## src/rtl/mem_stage_pkg.sv

```systemverilog
// Shared types for the memory stage: access kinds, fault codes, FSM states and
// the pipeline Signals bundle passed between ALU, memory and writeback.
package mem_stage_pkg;

  // Stores only use the first three encodings to select access size.
  typedef enum logic [2:0] {
    LoadByte, LoadHalf, LoadWord, LoadByteU, LoadHalfU
  } MemType;

  typedef enum logic [1:0] {None, Misaligned, Illegal, Timeout} MemFault;

  typedef enum logic {IDLE, BUSY} MemState;

  // Never encodes as zero so an all-zero Signals word is a clean reset value.
  typedef enum logic [2:0] {Never, Always, Eq, Ne, Lt, Ge, Ltu, Geu} CondType;

  typedef struct packed {
    logic        valid;
    logic [31:0] pc;
    logic [31:0] wdata;
    logic [31:0] reg2;
    logic [4:0]  rd;
    logic        wback;
    logic        memr;
    logic        memw;
    MemType      memt;
    CondType     cond;
    logic        branch;
    logic [3:0]  flags;
  } Signals;

  function automatic logic misaligned(input MemType t, input logic [1:0] a);
    case (t)
      LoadByte, LoadByteU: return 1'b0;
      LoadHalf, LoadHalfU: return a[0];
      default:             return a != 2'b00;
    endcase
  endfunction

endpackage

```

## src/rtl/mem_stage_if.sv

```systemverilog
// Data-memory bus between the memory stage (master) and the memory (slave).
interface mem_stage_if;
  logic        dmem_req;
  logic        dmem_we;
  logic [31:0] dmem_addr;
  logic [31:0] dmem_wdata;
  logic [3:0]  dmem_be;
  logic        dmem_ready;
  logic [31:0] dmem_rdata;

  modport master (
    output dmem_req, dmem_we, dmem_addr, dmem_wdata, dmem_be,
    input  dmem_ready, dmem_rdata
  );

  modport slave (
    input  dmem_req, dmem_we, dmem_addr, dmem_wdata, dmem_be,
    output dmem_ready, dmem_rdata
  );
endinterface

```

## src/rtl/mem_stage_load_extend.sv

```systemverilog
// Selects the addressed byte/half lane of a load word and sign- or zero-extends it.
module load_extend
  import mem_stage_pkg::*;
(
  input  logic [31:0] rdata,
  input  logic [1:0]  addr,
  input  MemType      memt,
  output logic [31:0] result
);

  logic [7:0]  byte_lane;
  logic [15:0] half_lane;

  always_comb begin
    byte_lane = rdata[{addr, 3'b000} +: 8];
    half_lane = addr[1] ? rdata[31:16] : rdata[15:0];
    case (memt)
      LoadByte:  result = {{24{byte_lane[7]}}, byte_lane};
      LoadByteU: result = {24'h0, byte_lane};
      LoadHalf:  result = {{16{half_lane[15]}}, half_lane};
      LoadHalfU: result = {16'h0, half_lane};
      default:   result = rdata;
    endcase
  end

endmodule

```

## src/rtl/mem_stage.sv

```systemverilog
// Memory pipeline stage: passes ALU results through in one cycle and runs one
// blocking data-memory transaction at a time, stalling upstream while busy.
module mem_stage
  import mem_stage_pkg::*;
#(
  parameter int unsigned MAX_WAIT = 255
) (
  input  logic               clk,
  input  logic               rst,
  input  Signals             i_signals,
  output Signals             o_signals,
  output logic               stall,
  mem_stage_if.master        dmem,
  output MemFault            fault
);

  localparam int unsigned CNT_BITS = $clog2(MAX_WAIT + 1);
  localparam int unsigned WAIT_W   = (CNT_BITS > 8) ? CNT_BITS : 8;

  MemState           state_q, state_d;
  logic [WAIT_W-1:0] wait_q, wait_d;
  Signals            hold_q, hold_d;
  Signals            o_q, o_d;
  MemFault           fault_q, fault_d;
  logic [31:0]       addr_q, addr_d;
  logic [31:0]       wdata_q, wdata_d;
  logic [3:0]        be_q, be_d;
  logic              we_q, we_d;
  logic [31:0]       ld_data;
  logic [1:0]        off;

  load_extend u_load_extend (
    .rdata  (dmem.dmem_rdata),
    .addr   (hold_q.wdata[1:0]),
    .memt   (hold_q.memt),
    .result (ld_data)
  );

  always_comb begin
    state_d     = state_q;
    wait_d      = wait_q;
    hold_d      = hold_q;
    addr_d      = addr_q;
    wdata_d     = wdata_q;
    be_d        = be_q;
    we_d        = we_q;
    o_d         = o_q;
    o_d.valid   = 1'b0;
    fault_d     = None;
    off         = i_signals.wdata[1:0];

    unique case (state_q)
      IDLE: begin
        if (i_signals.valid) begin
          if (i_signals.memr && i_signals.memw) begin
            fault_d = Illegal;
          end else if (!i_signals.memr && !i_signals.memw) begin
            o_d = i_signals;
          end else if (misaligned(i_signals.memt, off)) begin
            fault_d = Misaligned;
          end else begin
            state_d = BUSY;
            wait_d  = '0;
            hold_d  = i_signals;
            addr_d  = {i_signals.wdata[31:2], 2'b00};
            we_d    = i_signals.memw;
            case (i_signals.memt)
              LoadByte, LoadByteU: begin
                be_d    = 4'b0001 << off;
                wdata_d = {4{i_signals.reg2[7:0]}};
              end
              LoadHalf, LoadHalfU: begin
                be_d    = 4'b0011 << off;
                wdata_d = {2{i_signals.reg2[15:0]}};
              end
              default: begin
                be_d    = 4'hF;
                wdata_d = i_signals.reg2;
              end
            endcase
          end
        end
      end
      BUSY: begin
        // Ready takes priority over the timeout on the same cycle.
        if (dmem.dmem_ready) begin
          state_d = IDLE;
          o_d     = hold_q;
          if (!hold_q.memw) o_d.wdata = ld_data;
        end else if (wait_q == WAIT_W'(MAX_WAIT - 1)) begin
          state_d = IDLE;
          fault_d = Timeout;
        end else begin
          wait_d = wait_q + WAIT_W'(1);
        end
      end
      default: state_d = IDLE;
    endcase
  end

  always_ff @(posedge clk or negedge rst) begin
    if (!rst) begin
      state_q <= IDLE;
      wait_q  <= '0;
      hold_q  <= '0;
      o_q     <= '0;
      fault_q <= None;
      addr_q  <= '0;
      wdata_q <= '0;
      be_q    <= '0;
      we_q    <= 1'b0;
    end else begin
      state_q <= state_d;
      wait_q  <= wait_d;
      hold_q  <= hold_d;
      o_q     <= o_d;
      fault_q <= fault_d;
      addr_q  <= addr_d;
      wdata_q <= wdata_d;
      be_q    <= be_d;
      we_q    <= we_d;
    end
  end

  assign dmem.dmem_req   = (state_q == BUSY);
  assign dmem.dmem_we    = we_q;
  assign dmem.dmem_addr  = addr_q;
  assign dmem.dmem_wdata = wdata_q;
  assign dmem.dmem_be    = be_q;
  assign stall           = (state_q == BUSY);
  assign o_signals       = o_q;
  assign fault           = fault_q;

endmodule

```

## src/flat_wrapper.sv

```systemverilog
// flat-port wrapper written by rule: the top's interface ports become plain ports
module mem_stage_flat import mem_stage_pkg::*;
#(
  parameter int unsigned MAX_WAIT = 255
)
  (clk, rst, i_signals, o_signals, stall, fault, dmem_dmem_req, dmem_dmem_we, dmem_dmem_addr, dmem_dmem_wdata, dmem_dmem_be, dmem_dmem_ready, dmem_dmem_rdata);
  mem_stage_if dmem_i ();
  input  logic clk;
  input  logic rst;
  input  Signals i_signals;
  output Signals o_signals;
  output logic stall;
  output MemFault fault;
  output wire logic [$bits(dmem_i.dmem_req)-1:0] dmem_dmem_req;
  output wire logic [$bits(dmem_i.dmem_we)-1:0] dmem_dmem_we;
  output wire logic [$bits(dmem_i.dmem_addr)-1:0] dmem_dmem_addr;
  output wire logic [$bits(dmem_i.dmem_wdata)-1:0] dmem_dmem_wdata;
  output wire logic [$bits(dmem_i.dmem_be)-1:0] dmem_dmem_be;
  input wire logic [$bits(dmem_i.dmem_ready)-1:0] dmem_dmem_ready;
  input wire logic [$bits(dmem_i.dmem_rdata)-1:0] dmem_dmem_rdata;
  assign dmem_dmem_req = dmem_i.dmem_req;
  assign dmem_dmem_we = dmem_i.dmem_we;
  assign dmem_dmem_addr = dmem_i.dmem_addr;
  assign dmem_dmem_wdata = dmem_i.dmem_wdata;
  assign dmem_dmem_be = dmem_i.dmem_be;
  assign dmem_i.dmem_ready = dmem_dmem_ready;
  assign dmem_i.dmem_rdata = dmem_dmem_rdata;
  mem_stage #(.MAX_WAIT(MAX_WAIT)) u_core (.clk(clk), .rst(rst), .i_signals(i_signals), .o_signals(o_signals), .stall(stall), .dmem(dmem_i), .fault(fault));
endmodule
```

## config.mk

```make
export PLATFORM = sky130hd
export DESIGN_NAME = mem_stage_flat
export DESIGN_NICKNAME = d
export VERILOG_FILES = /design/src/rtl/mem_stage_pkg.sv /design/src/rtl/mem_stage_if.sv /design/src/rtl/mem_stage_load_extend.sv /design/src/rtl/mem_stage.sv /design/src/flat_wrapper.sv
export SDC_FILE = /design/constraint.sdc
export NUM_CORES = 1
export LEC_CHECK = 0
export CAP_MARGIN = 20
export CORE_MARGIN = 5
export CORE_UTILIZATION = 45
export DETAILED_ROUTE_END_ITERATION = 8
export GPL_ROUTABILITY_DRIVEN = 0
export PLACE_DENSITY = 0.77
export SYNTH_ARGS = -nofsm -noshare
export SYNTH_HDL_FRONTEND = slang
export SYNTH_HIERARCHICAL = 1
export SYNTH_SLANG_ARGS = --single-unit
```

## constraint.sdc

```tcl
create_clock -name clk -period 2.27 [get_ports clk]
set_clock_uncertainty 0.1 [all_clocks]
set_input_delay 0.5675 -clock clk [delete_from_list [all_inputs] [get_ports clk]]
set_output_delay 0.5675 -clock clk [all_outputs]
set_load 0.01 [all_outputs]
```

**Run 1: sizing map**

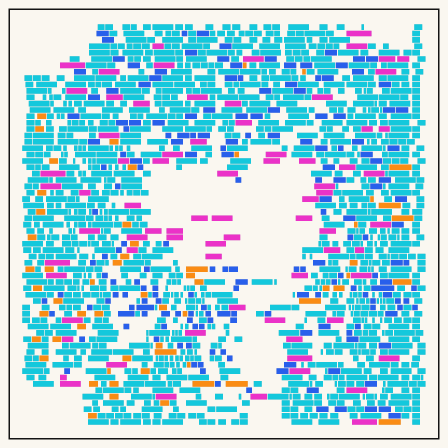
| size | colour | cells | share |
|---|---|---|---|
| drive 6 and up | magenta | 74 | 5.1% |
| drive 3 to 4 | blue | 182 | 12% |
| drive 1 or less | cyan | 1143 | 78% |
| drive 2 | orange | 58 | 4.0% |
Signal buffers: 452
Finished Cell Area: 0.0188 sq mm

**Run 1: pin placement**

The bar under the picture is 50 microns long. Pins as bars across the die edge, other pins in grey.
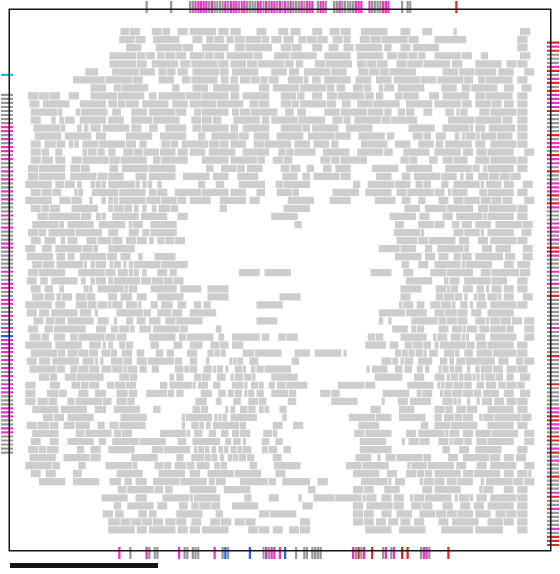
| port | colour | pins | direction | edge |
|---|---|---|---|---|
| dmem_dmem_addr | red | 32 | output | 26 east, 5 south, 1 north |
| dmem_dmem_be | blue | 4 | output | 3 south, 1 west |
| clk | cyan | 1 | input | west |
| i_signals | magenta | 116 | input | 36 west, 34 north, 32 east, 14 south |
Die H: 183 microns
Die Wd: 183 microns
I/O Buffers: 337

==> impl_metrics.toml, run 1 <==
# implementation run metrics
[finish]
inverters = 14
fin_nets = 1587
lay_top_count = "clkdlybuf4s50_1"
largest_class = "registers"
antennaDiodeCount = 0
buf_share = 0.243
lay_top_cells = "clkdlybuf4s50_1 (332), dfrtp_1 (262), a21o_1 (99)"
num-multi-input-gates = 664
clock_buffers = 39

[power]
power_frac_clock = 0.259
p_sw_w = 0.00659
p_comb_frac = 0.374
finalPower_w = 0.0212
ir_drop_mv = 0.715
switching_share = 0.311
seq-power_w = 0.00778

[timing]
rsz0062_at_grt = "yes"
worst_slack_ns = 0.0255
finalHoldViolCount = 0
worst_slew_pin_slew_ns = 0.626
final-setup-viol-count = 0
finalCriticalPeriod_ns = 2.24
drv_slew = 0
finalCritPeriodShare = 0.989
fmax_mhz = 446

[drt]
wl_met2_mm = 20.0
ant_nets = 0
routed_via_density = 5.74
dr.pass1.iters = 5
drc_errors = 0
drt-met1-wl_mm = 16.1
dr_wl_met3_mm = 4.43
drt_iter0_markers = 833

[critical_path]
worst-path-buf-inv = 2
slowest_stage = "mux4_2"
critPathMaxFanout = 7
required_ns = 2.61
r2r_slack_ns = 0.04
timing.critical_path.arrival_ns = 2.59
start_kind = "primary input"
critPathKind = "primary input to flop"

[synth]
yosys_area_sq_mm = 0.0134
ys_seq_frac = 0.505
netlist_instances = 1074
edf_count = 0
avgSynthCellArea_sq_um = 12.5
ys_warn_count = 6
top_area_cell = "dfrtp_1"
syn_area_sq_mm = 0.0134

[cts]
cts_buffers = 31
holdBufCountCts = 1
cts_buffer_depth = 3
clock.latency.late_pin_ns = 0.56
ctsResizeCount = 6
cts.sinks = 271

[floorplan]
core_area_sq_mm = 0.0296
dieArea_sq_mm = 0.0334
rows = 63

[run_status]
outcome = "finished, final reports clean"

[placement]
place_hpwl_mm = 30.7
dp_cells = 1786

[grt]
grt_pass1_vias = 11300
grt_overflow = 0
grt_max_degree = 79

[flow_run]
warnings = 28
**Run 1: local utilization**

The die is cut into 18 by 18 equal tiles; white is low, dark blue is high, 0 to 100% covered.
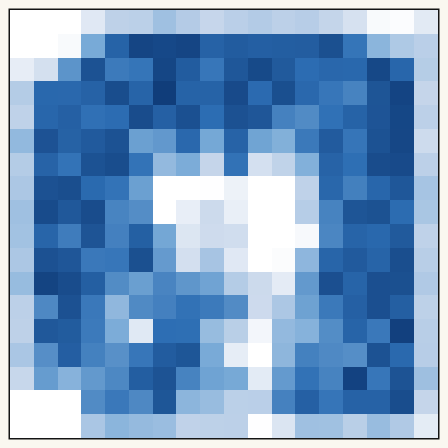
emptiest ninth of the die: centre
mean over tiles: 55%
tiles over 75% full: 36%
fullest tile: 95%
nearly empty tiles: 8.0%
Final Util: 0.636
Initial Utilization: 0.454

run 1: synthesized netlist by cell type (14+ instances only):
master	number
dfrtp_1	271
a21o_1	99
mux2_4	85
nand2_1	31
clkbuf_1	28
mux2i_1	67
mux2_2	32
buf_2	29
buf_4	50
nor2_1	50
a221o_1	42
a22o_1	84
a21oi_1	56
inv_1	14
run 1: layer usage:
layer / global-route usage / vias up
li1: - / 4671
met3: 0.0831 / 109
met4: 0.0868 / 2
met1: 0.303 / 5318
met2: 0.403 / 498
met5: 0 / -
run 1: path summary, 6_finish.rpt:
kind / from / endpoint / cells past startpoint
min in group asynchronous: rst / u_core/hold_q[99]$_DFFE_PN0P_ / 2
max in group asynchronous: rst / u_core/hold_q[29]$_DFFE_PN0P_ / 3
hold / removal: u_core/o_signals[83]$_DFFE_PN0P_ / u_core/o_signals[83]$_DFFE_PN0P_ / 1
hold reg to reg: u_core/o_signals[83]$_DFFE_PN0P_ / u_core/o_signals[83]$_DFFE_PN0P_ / 1
setup reg to reg: u_core/hold_q[51]$_DFFE_PN0P_ / u_core/o_signals[69]$_DFFE_PN0P_ / 8
setup / recovery: dmem_dmem_rdata[31] / u_core/o_signals[69]$_DFFE_PN0P_ / 9
run 1: cells by family (layout without fill, tap and decap cells):
group / count (synthesis) / count (layout) / share of synthesized area
AOI/OAI and AO/OA: 335 / 335 / 0.195
DFF: 271 / 271 / 0.505
muxes: 185 / 185 / 0.173
buffers and inverters: 140 / 522 / 0.0687
and+or+nand+nor: 136 / 136 / 0.0536
xor gates and xnor gates: 4 / 4 / 0.00261
adders and majority gates: 2 / 2 / 0.00186
other: 1 / 2 / 0.000279
==> run 2, diff against run 1 <==
- CORE_UTILIZATION: 45 -> 40
- PLACE_DENSITY: 0.77 -> 0.7
- SLEW_MARGIN: unset -> 20
**Run 2: a small window of the routed layout**

Region (135, 135) to (155, 155) microns. Cells in grey, sequential cells in the stronger grey; small squares are vias.
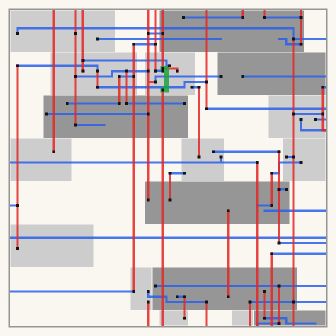
| layer | colour |
|---|---|
| met3 | green |
| met1 | blue |
| met2 | red |
sequential cells in the window: 5
netlist names of flops here include: u_core/hold_q (3), u_core/o_signals (2)
most frequent: dfrtp_1 (5), buf_12 (3), mux2_4 (2)
cells with their middle in the window: 14

==> run 2 against run 1 <==
  * The flow now finishes with violations (setup timing)
  * Clock power down 8.0%
  * Fmax down 1.4%
  * Routed wire length up 3.3%
  * Die area up 12%
  * Sequential power about the same
  * Critical endpoint is now u_core/o_signals[79]$_DFFE_PN0P_
==> impl_metrics.toml, run 2 <==
# implementation run metrics
[run_status]
outcome = "complete, but fails checks"
violations = "setup timing"

[power]
switching_share = 0.313
power_frac_clock = 0.242
p_leak_nw = 8.73
finalPower_w = 0.0208
ir_drop_mv = 0.631
seq-power_w = 0.00776
p_sw_w = 0.00652
p_comb_frac = 0.385

[synth]
syn_area_sq_mm = 0.0134
top_area_cell = "dfrtp_1"
ys_seq_frac = 0.505
edf_count = 0
top_cell = "dfrtp_1"
ys_warn_count = 6
netlist_instances = 1074
avgSynthCellArea_sq_um = 12.5
yosys_area_sq_mm = 0.0134
top_cells_by_count = "dfrtp_1 (271), a21o_1 (99), mux2_4 (85)"

[critical_path]
crit_path_start = "dmem_dmem_rdata[15]"
critPathKind = "primary input to flop"
required_ns = 2.59
regToRegStartpoint = "u_core/hold_q[51]$_DFFE_PN0P_"
r2r_cells = 8
timing.critical_path.arrival_ns = 2.59
critPathMaxFanout = 13
start_kind = "primary input"

[timing]
rsz0062_at_grt = "yes"
drv_slew = 0
fmax_mhz = 439
finalCriticalPeriod_ns = 2.28
worst_slack_ns = -0.00541
final-setup-viol-count = 1
finalHoldViolCount = 0
finalCritPeriodShare = 1.00
worst_slew_pin_slew_ns = 0.599

[cts]
cts_tree = "done"
clock.latency.late_pin_ns = 0.56
cts_buffer_depth = 3
cts_buffers = 30

[drt]
ant_nets = 0
wl_met2_mm = 20.4
routed_via_density = 5.56
drc_errors = 0
drt_iter0_markers = 788
dr_wl_met3_mm = 3.62

[floorplan]
core_area_sq_mm = 0.0334
rows = 67
core_util_floorplan = 0.403
dieWidth_microns = 193
die_y_microns = 193
dieArea_sq_mm = 0.0373

[finish]
antennaDiodeCount = 0
lay_top_cells = "clkdlybuf4s50_1 (333), dfrtp_1 (262), a21o_1 (99)"
lay_top_count = "clkdlybuf4s50_1"
fin_nets = 1591

[grt]
grt_max_degree = 51
grt_overflow = 0
grt_pass1_vias = 11300

[hold_path]
hold_start = "u_core/o_signals[47]$_DFFE_PN0P_"
hold_depth = 1

[placement]
dp_cells = 1849
place_hpwl_mm = 31.4

[flow_run]
warnings = 28
[run 2: cell families after synthesis]
logic type / count (synthesis) / share of synthesized area
AND-OR/OR-AND: 335 / 0.195
multiplexers: 185 / 0.173
AND/OR/NAND/NOR: 136 / 0.0536
XOR/XNOR: 4 / 0.00261
flip-flops: 271 / 0.505
adder cells (fa/ha/maj): 2 / 0.00186
buffers and inverters: 140 / 0.0687
other: 1 / 0.000279
[run 2: timing repair]
item,CTS,global route
hold endpoints to repair,28,0
pin swaps,1,2
hold buffers,1,0
gates resized,7,9
buffers inserted,4,0
gates cloned,0,0
endpoints found under the setup margin,30,14
[run 2: layout make-up]
class	instances	area share
timing repair buffer	457	0.248
sequential	271	0.360
clock inverter	12	0.00623
inverter	14	0.00278
tap	448	0.0297
multi-input combinational	664	0.305
clock buffer	44	0.0489
[run 2: final timing paths]
check                                                    end  slack [ns]
setup / recovery            u_core/o_signals[79]$_DFFE_PN0P_      -0.005
hold / removal              u_core/o_signals[47]$_DFFE_PN0P_        0.37
setup reg to reg            u_core/o_signals[79]$_DFFE_PN0P_        0.02
hold reg to reg             u_core/o_signals[47]$_DFFE_PN0P_        0.37
max in group asynchronous     u_core/hold_q[106]$_DFFE_PN0P_        0.99
min in group asynchronous  u_core/o_signals[110]$_DFFE_PN0P_        0.41
[run 2: critical path, stage by stage]
cell	delay [ns]
clkdlybuf4s50_1	0.45
mux4_2	0.53
nor2_4	0.13
a2111oi_4	0.06
buf_12	0.17
a21o_1	0.16
mux2i_1	0.16
nor2_1	0.08
a221o_1	0.27
[run 2: metal layers]
layer  global-route usage  up-vias
li1                     -     4672
met3               0.0616       96
met2                0.365      499
met1                0.294     5358
met4               0.0787        2
met5                    0        -
Power is estimated from default activity; no workload was simulated.
